==> src/rtl/rx_byte_fifo.sv <==
// Receive-side byte FIFO behind the Uart8 receiver.
// Captures each rising edge of rxDone as one byte, drops bytes flagged by rxErr,
// counts error pulses, and records when a byte is lost because the FIFO is full.
module rx_byte_fifo #(
    parameter int unsigned DEPTH_LOG2 = 4
) (
    input  logic                  clk,
    input  logic                  reset,
    input  logic                  rxDone,
    input  logic                  rxErr,
    input  logic [7:0]            in,
    input  logic                  readEn,
    input  logic                  clearFlags,
    output logic [7:0]            out,
    output logic                  empty,
    output logic                  full,
    output logic [DEPTH_LOG2:0]   count,
    output logic                  overflow,
    output logic [7:0]            errCount
);

    localparam int unsigned DEPTH  = 1 << DEPTH_LOG2;
    localparam int unsigned PTR_W  = DEPTH_LOG2;
    localparam int unsigned CNT_W  = DEPTH_LOG2 + 1;
    localparam int unsigned DATA_W = 8;

    logic [DATA_W-1:0] mem [DEPTH];
    logic [PTR_W-1:0]  wrPtr;
    logic [PTR_W-1:0]  rdPtr;
    logic              donePrev;
    logic              errPrev;

    logic wrStrobe;
    logic pop;
    logic doWrite;
    logic drop;
    logic errEdge;

    // Status is decoded from the registered count; out is the show-ahead head entry.
    assign empty = (count == '0);
    assign full  = (count == CNT_W'(DEPTH));
    assign out   = mem[rdPtr];

    // Event decode: a byte is taken only on a clean rxDone rising edge.
    always_comb begin
        wrStrobe = rxDone & ~donePrev & ~rxErr;
        pop      = readEn & ~empty;
        doWrite  = wrStrobe & (~full | pop);
        drop     = wrStrobe & full & ~pop;
        errEdge  = rxErr & ~errPrev;
    end

    // Byte storage; left uninitialised since the pointers define what is valid.
    always_ff @(posedge clk) begin
        if (!reset && doWrite) begin
            mem[wrPtr] <= in;
        end
    end

    // Pointers, occupancy, edge-detect history and sticky flags.
    always_ff @(posedge clk) begin
        if (reset) begin
            // History starts high so levels held through reset release are not edges.
            donePrev <= 1'b1;
            errPrev  <= 1'b1;
            wrPtr    <= '0;
            rdPtr    <= '0;
            count    <= '0;
            overflow <= 1'b0;
            errCount <= '0;
        end else begin
            donePrev <= rxDone;
            errPrev  <= rxErr;

            if (doWrite) begin
                wrPtr <= wrPtr + PTR_W'(1);
            end
            if (pop) begin
                rdPtr <= rdPtr + PTR_W'(1);
            end

            unique case ({doWrite, pop})
                2'b10:   count <= count + CNT_W'(1);
                2'b01:   count <= count - CNT_W'(1);
                default: count <= count;
            endcase

            // A set event in the same cycle as clearFlags takes precedence.
            if (drop) begin
                overflow <= 1'b1;
            end else if (clearFlags) begin
                overflow <= 1'b0;
            end

            if (errEdge) begin
                if (clearFlags) begin
                    errCount <= 8'd1;
                end else if (errCount != 8'hFF) begin
                    errCount <= errCount + 8'd1;
                end
            end else if (clearFlags) begin
                errCount <= '0;
            end
        end
    end

endmodule

==> config.mk <==
export PLATFORM = sky130hd
export DESIGN_NAME = rx_byte_fifo
export DESIGN_NICKNAME = d
export VERILOG_FILES = /design/src/rtl/rx_byte_fifo.sv
export SDC_FILE = /design/constraint.sdc
export NUM_CORES = 1
export LEC_CHECK = 0
export ABC_AREA = 1
export CAP_MARGIN = 20
export CORE_ASPECT_RATIO = 0.9
export CORE_UTILIZATION = 55
export DETAILED_ROUTE_END_ITERATION = 12
export PLACE_DENSITY = 0.74
export SLEW_MARGIN = 10
export SYNTH_ARGS = -nofsm -noshare
export SYNTH_HDL_FRONTEND = slang
export SYNTH_SLANG_ARGS = --single-unit
==> constraint.sdc <==
create_clock -name clk -period 3.9 [get_ports clk]
set_input_delay 0.585 -clock clk [delete_from_list [all_inputs] [get_ports clk]]
set_output_delay 0.585 -clock clk [all_outputs]
set_load 0.005 [all_outputs]
run_1/logic_types.png
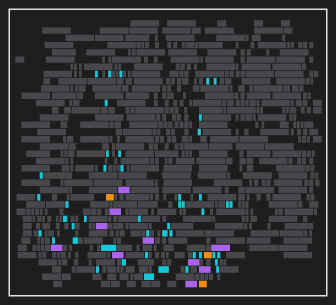
[orange] xor and xnor cells | cells: 3
[purple] fa/ha/maj cells | cells: 10
[cyan] nor cells | cells: 46

run_1/congestion.png
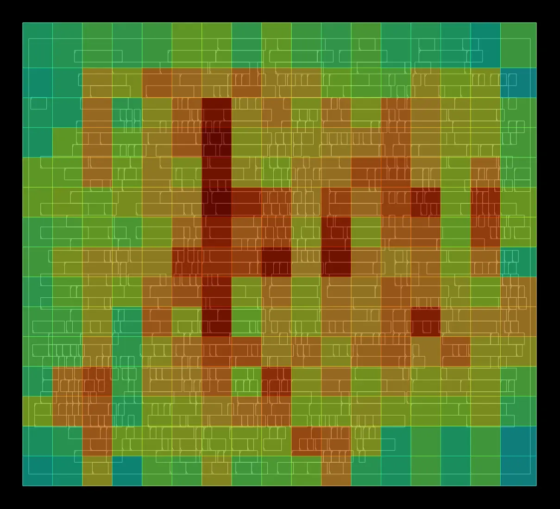
met2 usage in global routing: 40.5%
met1 GRT Util: 32.3%

==> impl_metrics.toml, run 1 <==
# yosys + openroad results
[final_timing]
worst_slew_pin_slew_ns = 0.858
slew_headroom_pct = 42.6
finalSetupViolations = 0
fmax_mhz = 309
fin_skew_ns = 0.00922
slew_violations = 0

[logic_synthesis]
ys_cells = 615
ys_sh_xor_pct = 0.390
synthAdderAreaFrac_pct = 1.97
avgSynthCellArea_um2 = 11.0
synth_seq_share_pct = 65.3
ys.flops = 156
ys_area_um2 = 6740
netlist_instances = 615
simple_gate_share_pct = 13.9

[critical_path]
arrival_ns = 2.65
r2r_setup_slack_ns = 1.82

[clock_tree]
post_cts_buffers = 0
clk_path_buf_depth = 2
root_buffer = "clkbuf_16"
cts_hold_buf = 0

[layout]
fin_util_pct = 66.7
final_nets = 672
top_register = "mem"
finalNonFillerCells = 817
largest_reg_flops = 128
reg_top3 = "mem (128), errCount (8), count (5)"
mostFrequentLayoutCells = "edfxtp_1, inv_1, nand2_1"

[outcome]
status = "finished clean"

[global_route]
gr-usage-all-layers_pct = 25.0
grt_first_pass_wirelength_um = 23100
grt_pass1_vias = 4498
grt_overflow = 0
grt_max_degree = 60
use_met3_pct = 6.81

[drt]
drt-initial-drc-count = 413
wl_met3_um = 815
drtPass1Iterations = 8
met2WireLength_um = 7160
wl_per_cell_um = 17.9

[min_path]
whs_path_depth = 2
hp-start = "overflow"

[place]
post-place-cells = 785

[die]
io_pins = 38
dieArea_um2 = 12700
die_w_um = 119

[pwr]
p_total_w = 0.00470
run_1/io_fan.png
The bar under the picture is 20 µm long.
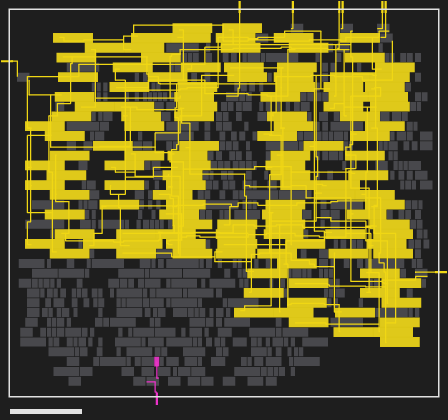
[magenta] `rxDone` | bits: 1 | direction: input | end cells: 1 | buffers: 1 | wire: 11.3 µm
[yellow] `in` | bits: 8 | direction: input | end cells: 128 | buffers: 8 | wire: 2720 µm

-- run 1: synthesized netlist by cell type (all sizes together) --
cell type,number,share of area (%)
a21oi,47,3.5
buf,19,1.7
clkbuf,8,0.45
clkinv,2,0.13
dfxtp,28,8.3
edfxtp,128,57
fa,1,0.30
ha,9,1.7
inv,93,5.3
nand2,77,4.8
nand3,70,5.5
nand3b,1,0.11
nand4,2,0.19
nor2,43,2.7
nor3,3,0.39
o2111ai,1,0.13
o211ai,32,3.6
o21ai,46,3.6
or2,2,0.19
xnor2,1,0.13
xor2,2,0.26
-- run 1: stage by stage --
step / setup WS, ns / hold WS [ns]
after floorplan: 1.89 / 0.447
final: 0.664 / 0.498
after CTS: 0.666 / 0.504
after global placement: 1.01 / 0.463
after global routing: 0.462 / 0.544
after detailed placement: 0.943 / 0.491
-- run 1: power by group --
part	internal, W	switching [W]	total [W]
combinational	0.000470	0.000601	0.00107
sequential	0.00185	0.000164	0.00201
clock	0.00100	0.000618	0.00162
-- run 1: how the worst max path moves through the flow --
stage	from	end	slack, ns	cells past startpoint
6_report	flip-flop	out[7]	0.66	7
5_1_grt	flip-flop	out[1]	0.46	6
4_1_cts	flip-flop	out[7]	0.67	7
3_5_place_dp	reset	mem[9][7]	0.94	4
3_3_place_gp	reset	mem[12][0]	1.01	4
2_1_floorplan	rxDone	count[4]	1.89	12
-- run 1: layout make-up --
class                      instances  area (µm²)
clock inverter                    12         148
timing repair buffer              41         400
tap                              156         195
fill                             903        3890
sequential                       156        4410
multi-input combinational        337        1830
inverter                          95         363
clock buffer                      20         437
-- run 1: worst max-delay path, cell delays in order (launching register included) --
cell and delay [ns]:
dfxtp_2 0.85, buf_4 0.39, a21oi_1 0.07, o21ai_0 0.11, nand3_1 0.12, nand3_1 0.16, nand2_1 0.08, clkdlybuf4s50_1 0.44
run_1/detail.png
The bar under the picture is 10 µm long. Region (17, 14) to (42, 39) µm. Cells in grey, sequential cells in the stronger grey; small squares are vias.
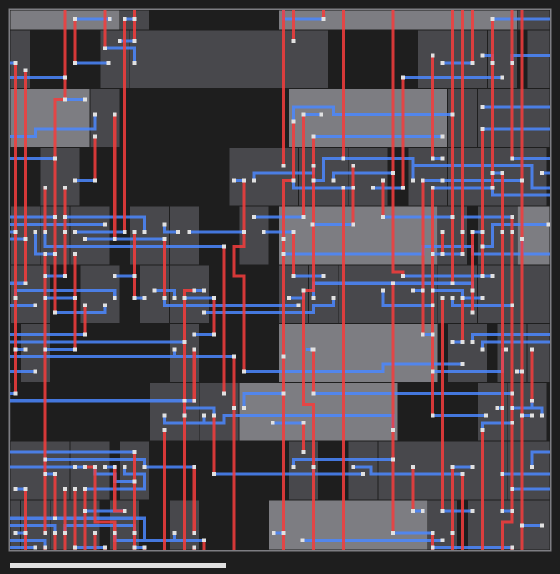

==> run 1 -> run 2 <==
- CORE_UTILIZATION: 55 -> 54
- PLACE_DENSITY: 0.74 -> 0.76
- clock period: 3.9 -> 2.8 ns (I/O delays scaled with it)
run_2/detail.png
The bar under the picture is 10 µm long. Region (17, 14) to (42, 39) µm. Cells in grey, sequential cells in the stronger grey; small squares are vias.
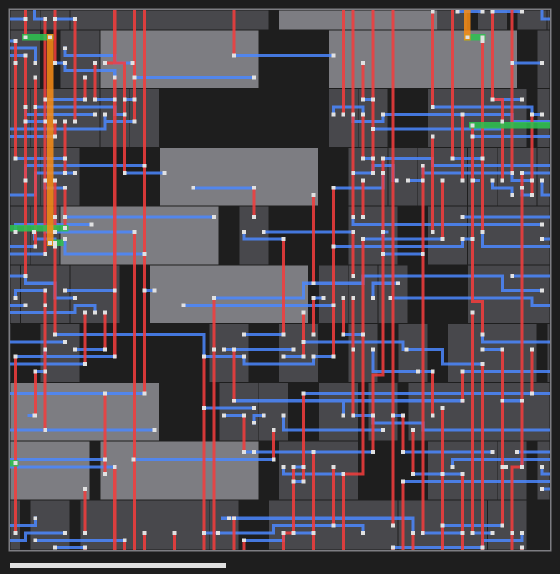
[orange] metal 4
[green] metal 3
[red] metal 2
[blue] metal 1
most frequent: nor2_1 (8), dfxtp_1 (7), inv_1 (5)
cells with their middle in the window: 54
netlist names of flops here include: `count` (3), `errCount` (2)
sequential cells in the window: 8

run_2/congestion.png
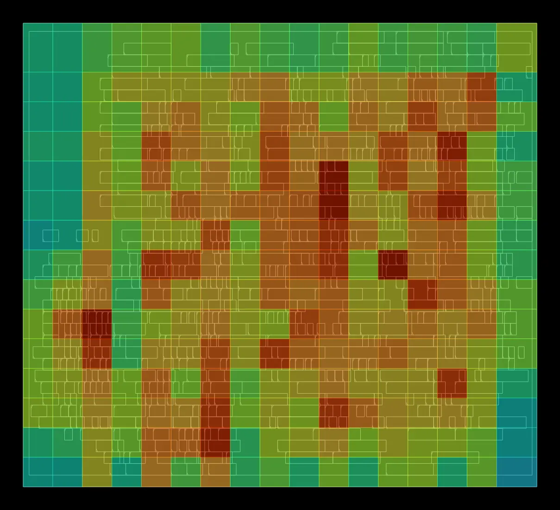
grt met3 use: 5.96%
GRT Max-Usage Layer: met2
total track usage: 24.2%
Core Util, Final: 65.7%
met2 usage in global routing: 40.0%

==> impl_metrics.toml, run 2 <==
# yosys + openroad results
[layout]
top_register = "mem"
final_nets = 695
reg_top3 = "mem (128), errCount (8), count (5)"
mostFrequentLayoutCells = "edfxtp_1, inv_1, nand2_1"
largest_reg_flops = 128

[global_route]
grt_first_pass_wirelength_um = 23000
grt_max_degree = 39
grt_overflow = 0
grt_pass1_vias = 4647

[die]
io_pins = 38
dieArea_um2 = 12900
die_w_um = 120

[final_timing]
fin_skew_ns = 0.00633
slew_headroom_pct = 52.2
finalSetupViolations = 0
worst_slew_pin_slew_ns = 0.715
slew_violations = 0
fmax_mhz = 371

[clock_tree]
cts_hold_buf = 0
clk_path_buf_depth = 2
post_cts_buffers = 1

[logic_synthesis]
synth_seq_share_pct = 65.3
common_cells = "edfxtp_1, inv_1, nand2_1"
ys_area_um2 = 6740
async_flop_share_pct = 0
avgSynthCellArea_um2 = 11.0
synthMostInstantiatedCell = "edfxtp_1"
top_cell_area_share_pct = 57.0
ys.flops = 156
yosysTopAreaCell = "edfxtp_1"
enable_flop_cells = 128
ys.flop_type = "edfxtp_1"

[pwr]
p_total_w = 0.00658

[drt]
drtPass1Iterations = 5
wl_per_cell_um = 17.0
drt-initial-drc-count = 467

[outcome]
status = "finished clean"

[critical_path]
critical_path_buf_inv_count = 2
cp_slowest_cell = "dfxtp_4"
cpMostUsedCell = "nand3_1"
cp_top_family = "buffers and inverters"
critical_path.max_stage_delay_ns = 0.54
run 2: report_power, final:
| part | total (W) | internal, W | switching, W |
|---|---|---|---|
| clock | 0.00220 | 0.00137 | 0.000828 |
| combinational | 0.00166 | 0.000719 | 0.000936 |
| sequential | 0.00272 | 0.00258 | 0.000144 |
run 2: cell families (layout without fill, tap and decap cells):
kind of cell / after synthesis / in the layout / synth area share (%)
AND-OR/OR-AND: 126 / 126 / 10.8
XOR/XNOR: 3 / 3 / 0.390
AND/OR/NAND/NOR: 198 / 198 / 13.9
flip-flops: 156 / 156 / 65.3
buffers and inverters: 122 / 188 / 7.55
adder cells (fa/ha/maj): 10 / 10 / 1.97
run 2: layout make-up:
class | instances | area [µm²]
Multi-Input combinational cell | 337 | 1830
Inverter | 95 | 363
Sequential cell | 156 | 4410
Clock buffer | 19 | 433
Tap cell | 160 | 200
Clock inverter | 10 | 126
Timing Repair Buffer | 64 | 602
Fill cell | 908 | 4160
run 2: path summary, 6_finish.rpt:
| check | startpoint | end | slack (ns) | cells past startpoint |
|---|---|---|---|---|
| worst max-delay path | flip-flop | out[2] | 0.11 | 7 |
| worst min-delay path | overflow | overflow | 0.49 | 2 |
| worst max register to register | count[1] | count[3] | 0.74 | 12 |
| worst min register to register | overflow | overflow | 0.49 | 2 |
run 2: routing by layer:
metal | part of all wire (%) | GRT usage, % | up-vias
met5 | 0 | 0 | -
met4 | 1.7 | 10.0 | 0
met3 | 5.5 | 5.96 | 21
met2 | 49 | 40.0 | 150
met1 | 44 | 30.8 | 2253
li1 | - | - | 2227
run 2: metrics by stage:
step                hold WS (ns)  setup WS (ns)  std cells
floorplan                  0.447          0.953        615
global placement           0.466          0.371        811
detailed placement         0.491          0.264        811
CTS                        0.504          0.106        841
global route               0.527         0.0338        841
finish                     0.491          0.108        841
run_2/io_fan.png
The bar under the picture is 20 µm long.
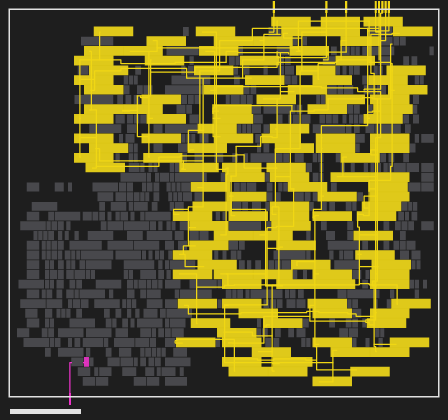

==> run 2 -> run 3 <==
- CORE_UTILIZATION: 54 -> 31
- CTS_CLUSTER_SIZE: unset -> 14
- PLACE_DENSITY: 0.76 -> unset
run_3/io_fan.png
The bar under the picture is 50 µm long.
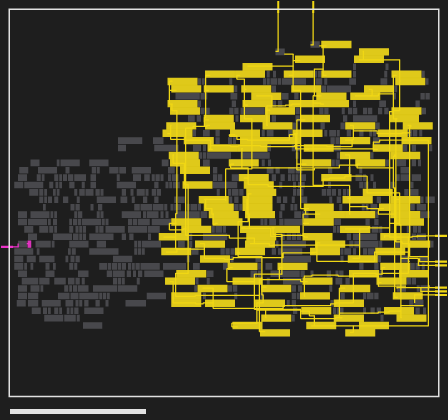
[yellow] `in` | bits: 8 | direction: input | end cells: 128 | buffers: 8 | wire: 2290 µm
[magenta] `rxDone` | bits: 1 | direction: input | end cells: 1 | buffers: 1 | wire: 4.40 µm

==> impl_metrics.toml, run 3 <==
# yosys + openroad results
[outcome]
status = "finished clean"

[global_route]
grt_pass1_vias = 4114
grt_first_pass_wirelength_um = 22400
grt_overflow = 0
gr-usage-all-layers_pct = 13.5
grt_max_degree = 65

[drt]
wl_per_cell_um = 14.8
drtPass1Iterations = 5

[final_timing]
setup_ws_ns = 0.150
worst_slew_pin_slew_ns = 0.743
fin_skew_ns = 0.0114
finalSetupViolations = 0
fmax_mhz = 377
slew_headroom_pct = 50.3
slew_violations = 0
hold-worst-slack_ns = 0.485

[logic_synthesis]
ys_area_um2 = 6740
synth_seq_share_pct = 65.3
enable_flop_cells = 128
ys_cells = 615
top_cell_area_share_pct = 57.0
netlist_instances = 615
async_flop_share_pct = 0
ys.flop_type = "edfxtp_1"

[place]
post-place-cells = 934

[layout]
fin_util_pct = 38.7
top_register = "mem"
seq_area_um2 = 4410
largest_reg_flops = 128
fillCellCount = 2051
final_nets = 691

[pwr]
p_total_w = 0.00673
pwr-share-comb_pct = 23.9
swShare_pct = 29.1
power_switching_w = 0.00196
power_frac_seq_pct = 40.0
cell_internal_pwr_w = 0.00477

[clock_tree]
root_buffer = "clkbuf_16"
clk_path_buf_depth = 2
cts_hold_buf = 0

[min_path]
hp-start = "rdPtr[2]"
whs_path_depth = 2

[die]
dieArea_um2 = 22300
io_pins = 38

[critical_path]
r2r_setup_slack_ns = 0.84
reg2regPathDepth = 13
reg2reg_to = "count[4]"
run_3/flops_by_reg.png
The bar under the picture is 50 µm long. Other sequential cells in the stronger grey, the rest of the logic in the fainter grey.
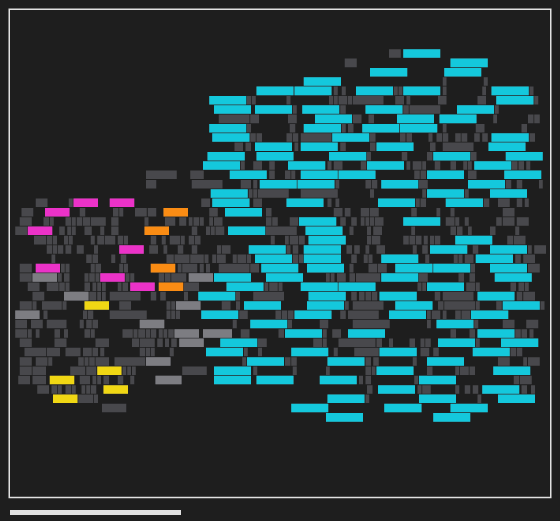
[magenta] `errCount` | sequential cells: 8 | where: west
[yellow] `count` | sequential cells: 5 | where: south-west
[cyan] `mem` | sequential cells: 128
[orange] `wrPtr` | sequential cells: 4
not coloured: 11

-- run 3: worst max-delay path by stage --
| stage | end | slack [ns] | cells after the start |
|---|---|---|---|
| after floorplan | count[4] | 0.95 | 12 |
| after global placement | count[4] | 0.36 | 12 |
| after detailed placement | count[4] | 0.30 | 12 |
| after CTS | out[0] | 0.13 | 6 |
| after global routing | out[0] | 0.004 | 6 |
| final | out[4] | 0.15 | 6 |
-- run 3: area by class of cell --
cell class                 instances  area share [%]
clock buffer                      19            5.31
clock inverter                    13            2.27
timing repair buffer              60            7.12
tap                              286            4.39
inverter                          95            4.45
multi-input combinational        337            22.4
sequential                       156            54.1
-- run 3: kinds of logic after synthesis --
| family | after synthesis | share of synthesized area, % |
|---|---|---|
| DFF | 156 | 65.3 |
| buffers and inverters | 122 | 7.55 |
| adders and majority gates | 10 | 1.97 |
| AOI/OAI and AO/OA | 126 | 10.8 |
| and+or+nand+nor | 198 | 13.9 |
| xor gates and xnor gates | 3 | 0.390 |
-- run 3: power groups by stage --
stage / Sequential, W / Combinational, W / Clock (W)
after floorplan: 0.00268 / 0.00111 / 0
after global placement: 0.00275 / 0.00158 / 0
after detailed placement: 0.00275 / 0.00161 / 0
after CTS: 0.00270 / 0.00163 / 0.00246
after global routing: 0.00271 / 0.00181 / 0.00255
final: 0.00270 / 0.00161 / 0.00243
-- run 3: metal layers --
metal	routed length [µm]	GRT usage, %	vias up	share of wire (%)
met4	114	3.63	0	0.80
met5	0	0	-	0
li1	-	-	2229	-
met3	927	4.46	12	6.5
met2	6150	19.6	111	43
met1	7070	19.1	2161	50
-- run 3: worst max-delay path, cell delays in order (launching register included) --
cell             delay [ns]
dfxtp_4                0.54
buf_4                  0.26
o211ai_1               0.12
nand3_1                0.18
nand3_1                0.11
nand2_1                0.09
clkdlybuf4s50_1        0.51
Power is estimated from default activity; no workload was simulated.
